### src/rtl/mem_arb_pkg.sv
// Shared types and constants for the unified memory port arbiter.
package mem_arb_pkg;

  typedef enum logic [1:0] {
    IDLE  = 2'd0,
    ISSUE = 2'd1,
    WAIT  = 2'd2,
    RESP  = 2'd3
  } state_t;

  localparam logic OWN_CPU = 1'b0;
  localparam logic OWN_DMA = 1'b1;

  localparam int LAT_MAX = 7;
  localparam int CNT_W   = 3;
  typedef logic [CNT_W-1:0] cnt_t;

endpackage

### src/rtl/mem_arb_pick.sv
// Owner selection for the memory arbiter. MEM_ARB_RR_EN selects round-robin
// on a tie; otherwise the CPU always has priority.
module mem_arb_pick
  import mem_arb_pkg::*;
(
  input  logic cpu_req,
  input  logic dma_req,
  input  logic owner,
  output logic any,
  output logic grant
);

  assign any = cpu_req | dma_req;

`ifdef MEM_ARB_RR_EN
  // On a tie the previous loser wins; a lone requester always wins.
  always_comb begin
    grant = OWN_CPU;
    if (cpu_req && dma_req) grant = ~owner;
    else if (dma_req)       grant = OWN_DMA;
  end
`else
  logic unused_owner;
  assign unused_owner = owner;
  assign grant = cpu_req ? OWN_CPU : OWN_DMA;
`endif

endmodule

### src/rtl/mem_port_arbiter.sv
// Shares one memory port between the CPU control FSM and the DMA/loader.
// Arbitration policy lives in mem_arb_pick (MEM_ARB_RR_EN for round-robin).
module mem_port_arbiter
  import mem_arb_pkg::*;
#(
  parameter int ADDR_W  = 32,
  parameter int DATA_W  = 32,
  parameter int MEM_LAT = 1
) (
  input  logic              clk,
  input  logic              reset,
  input  logic              cpu_req,
  input  logic              cpu_we,
  input  logic [ADDR_W-1:0] cpu_addr,
  input  logic [DATA_W-1:0] cpu_wdata,
  output logic [DATA_W-1:0] cpu_rdata,
  output logic              cpu_ack,
  input  logic              dma_req,
  input  logic              dma_we,
  input  logic [ADDR_W-1:0] dma_addr,
  input  logic [DATA_W-1:0] dma_wdata,
  output logic [DATA_W-1:0] dma_rdata,
  output logic              dma_ack,
  output logic              mem_en,
  output logic              mem_we,
  output logic [ADDR_W-1:0] mem_addr,
  output logic [DATA_W-1:0] mem_wdata,
  input  logic [DATA_W-1:0] mem_rdata,
  output logic              busy,
  output logic              owner
);

  if (MEM_LAT < 1 || MEM_LAT > LAT_MAX) begin : g_bad_lat
    $error("mem_port_arbiter: MEM_LAT out of range 1..7");
  end

  localparam cnt_t LAT = cnt_t'(MEM_LAT);

  state_t state, state_nxt;
  logic   own_q, we_q;
  cnt_t   cnt;
  logic   any, grant;

  mem_arb_pick u_pick (
    .cpu_req (cpu_req),
    .dma_req (dma_req),
    .owner   (own_q),
    .any     (any),
    .grant   (grant)
  );

  always_ff @(posedge clk) begin
    if (!reset) state <= IDLE;
    else        state <= state_nxt;
  end

  always_comb begin
    state_nxt = state;
    case (state)
      IDLE:    if (any) state_nxt = ISSUE;
      ISSUE:   state_nxt = we_q ? RESP : WAIT;
      WAIT:    if (cnt == cnt_t'(1)) state_nxt = RESP;
      RESP:    state_nxt = IDLE;
      default: state_nxt = IDLE;
    endcase
  end

  always_comb begin
    mem_en  = (state == ISSUE);
    mem_we  = mem_en & we_q;
    busy    = (state != IDLE);
    cpu_ack = (state == RESP) && (own_q == OWN_CPU);
    dma_ack = (state == RESP) && (own_q == OWN_DMA);
    owner   = own_q;
  end

  // Request fields are latched at grant so the memory sees stable values
  // regardless of what the requester does afterwards.
  always_ff @(posedge clk) begin
    if (!reset) begin
      own_q     <= OWN_DMA;
      we_q      <= 1'b0;
      mem_addr  <= '0;
      mem_wdata <= '0;
      cnt       <= '0;
      cpu_rdata <= '0;
      dma_rdata <= '0;
    end else begin
      case (state)
        IDLE: if (any) begin
          own_q     <= grant;
          we_q      <= (grant == OWN_DMA) ? dma_we    : cpu_we;
          mem_addr  <= (grant == OWN_DMA) ? dma_addr  : cpu_addr;
          mem_wdata <= (grant == OWN_DMA) ? dma_wdata : cpu_wdata;
        end
        ISSUE: cnt <= LAT;
        WAIT: begin
          cnt <= cnt - cnt_t'(1);
          if (cnt == cnt_t'(1)) begin
            if (own_q == OWN_DMA) dma_rdata <= mem_rdata;
            else                  cpu_rdata <= mem_rdata;
          end
        end
        default: ;
      endcase
    end
  end

endmodule

### config.mk
export PLATFORM = sky130hd
export DESIGN_NAME = mem_port_arbiter
export DESIGN_NICKNAME = d
export VERILOG_FILES = /design/src/rtl/mem_arb_pkg.sv /design/src/rtl/mem_arb_pick.sv /design/src/rtl/mem_port_arbiter.sv
export SDC_FILE = /design/constraint.sdc
export NUM_CORES = 1
export LEC_CHECK = 0
export CORE_MARGIN = 3
export CORE_UTILIZATION = 40
export DETAILED_ROUTE_END_ITERATION = 16
export HOLD_SLACK_MARGIN = 0.06
export PLACE_DENSITY_LB_ADDON = 0.25
export SYNTH_ARGS = -nofsm -noshare
export SYNTH_HDL_FRONTEND = slang
export SYNTH_HIERARCHICAL = 1
export SYNTH_SLANG_ARGS = --single-unit
### constraint.sdc
create_clock -name clk -period 1.88 [get_ports clk]
set_input_delay 0.376 -clock clk [delete_from_list [all_inputs] [get_ports clk]]
set_output_delay 0.376 -clock clk [all_outputs]
set_load 0.01 [all_outputs]
Fig. 1: floorplan with the power grid
The bar under the picture is 50 um long. Pins as bars on the die edge. Tap cells in gray.
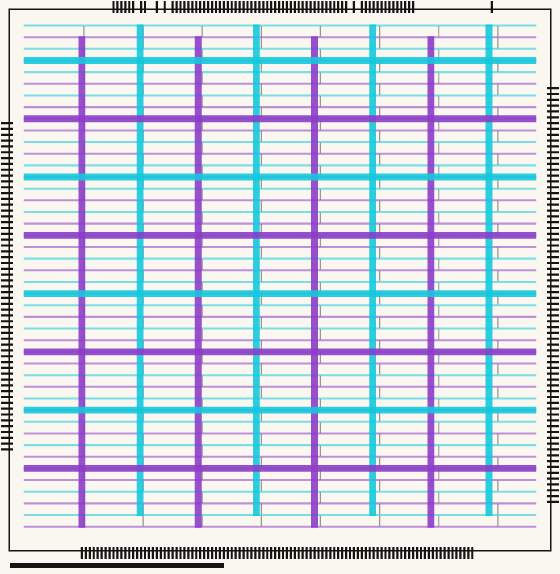
VSS: drawn in purple. VDD: drawn in cyan.
The core has 43 rows. 180 tap cells. 300 signal pins sit on the boundary. 8 straps on met4. 8 straps on met5.

==> flow_summary.json <==
{
  "status": "complete, no violations",
  "fin_util_pct": 68.4,
  "fp-utilization_pct": 41.2,
  "power.total_mw": 11.4,
  "synth_top_flop_cell": "dfxtp_1",
  "pg_comb_mw": 3.70,
  "hold_violations": 0,
  "cts_buffer_depth": 2,
  "wl_met1_um": 6620,
  "top_level_ports": 300,
  "syn_inst": 588,
  "fin_setup_tns_ns": 0,
  "wl_per_cell_um": 16.1,
  "area_leaders": "dfxtp_1, mux2i_1, o211a_1",
  "crit_path_end": "owner",
  "avgViaCountPerCell": 5.00,
  "ys_top_cells_by_count": "dfxtp_1, nand2_1, mux2i_1",
  "fillCellCount": 1071,
  "clock_power_mw": 3.90,
  "warnings": 32,
  "wl_met2_um": 8890,
  "cp-startpoint": "owner$_SDFFE_PN1P_",
  "clock_area_share_pct": 7.35,
  "edf_count": 0,
  "hold_depth": 3,
  "htreeDepth": 4,
  "fp.coreArea_um2": 14000,
  "cts.sink_count": 135,
  "setup_viol": 0,
  "gr-max-usage-layer": "met2",
  "clkLatencyLatePin_ns": 0.41,
  "hold_buffers": 0,
  "dpl_cell_area_um2": 8870,
  "antenna_found_initial": 0,
  "maxCapViolations": 0,
  "rsz0062_at_grt": "no",
  "dp_cells": 1034,
  "wirelength_um": 17100,
  "first_global_vias": 5507,
  "avgSynthCellArea_um2": 9.80,
  "ys_sh_adder_pct": 1.74
}
Fig. 2: cell area per tile
The bar under the picture is 50 um long. The die is cut into 13 by 13 equal tiles; white is low, dark blue is high, 0 to 100% covered.
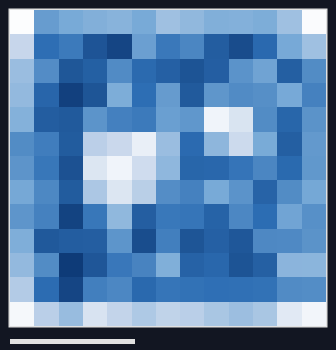
0.60% of the tiles are nearly empty. The fullest tile reaches 96%. 28% of the tiles are over 75% full.

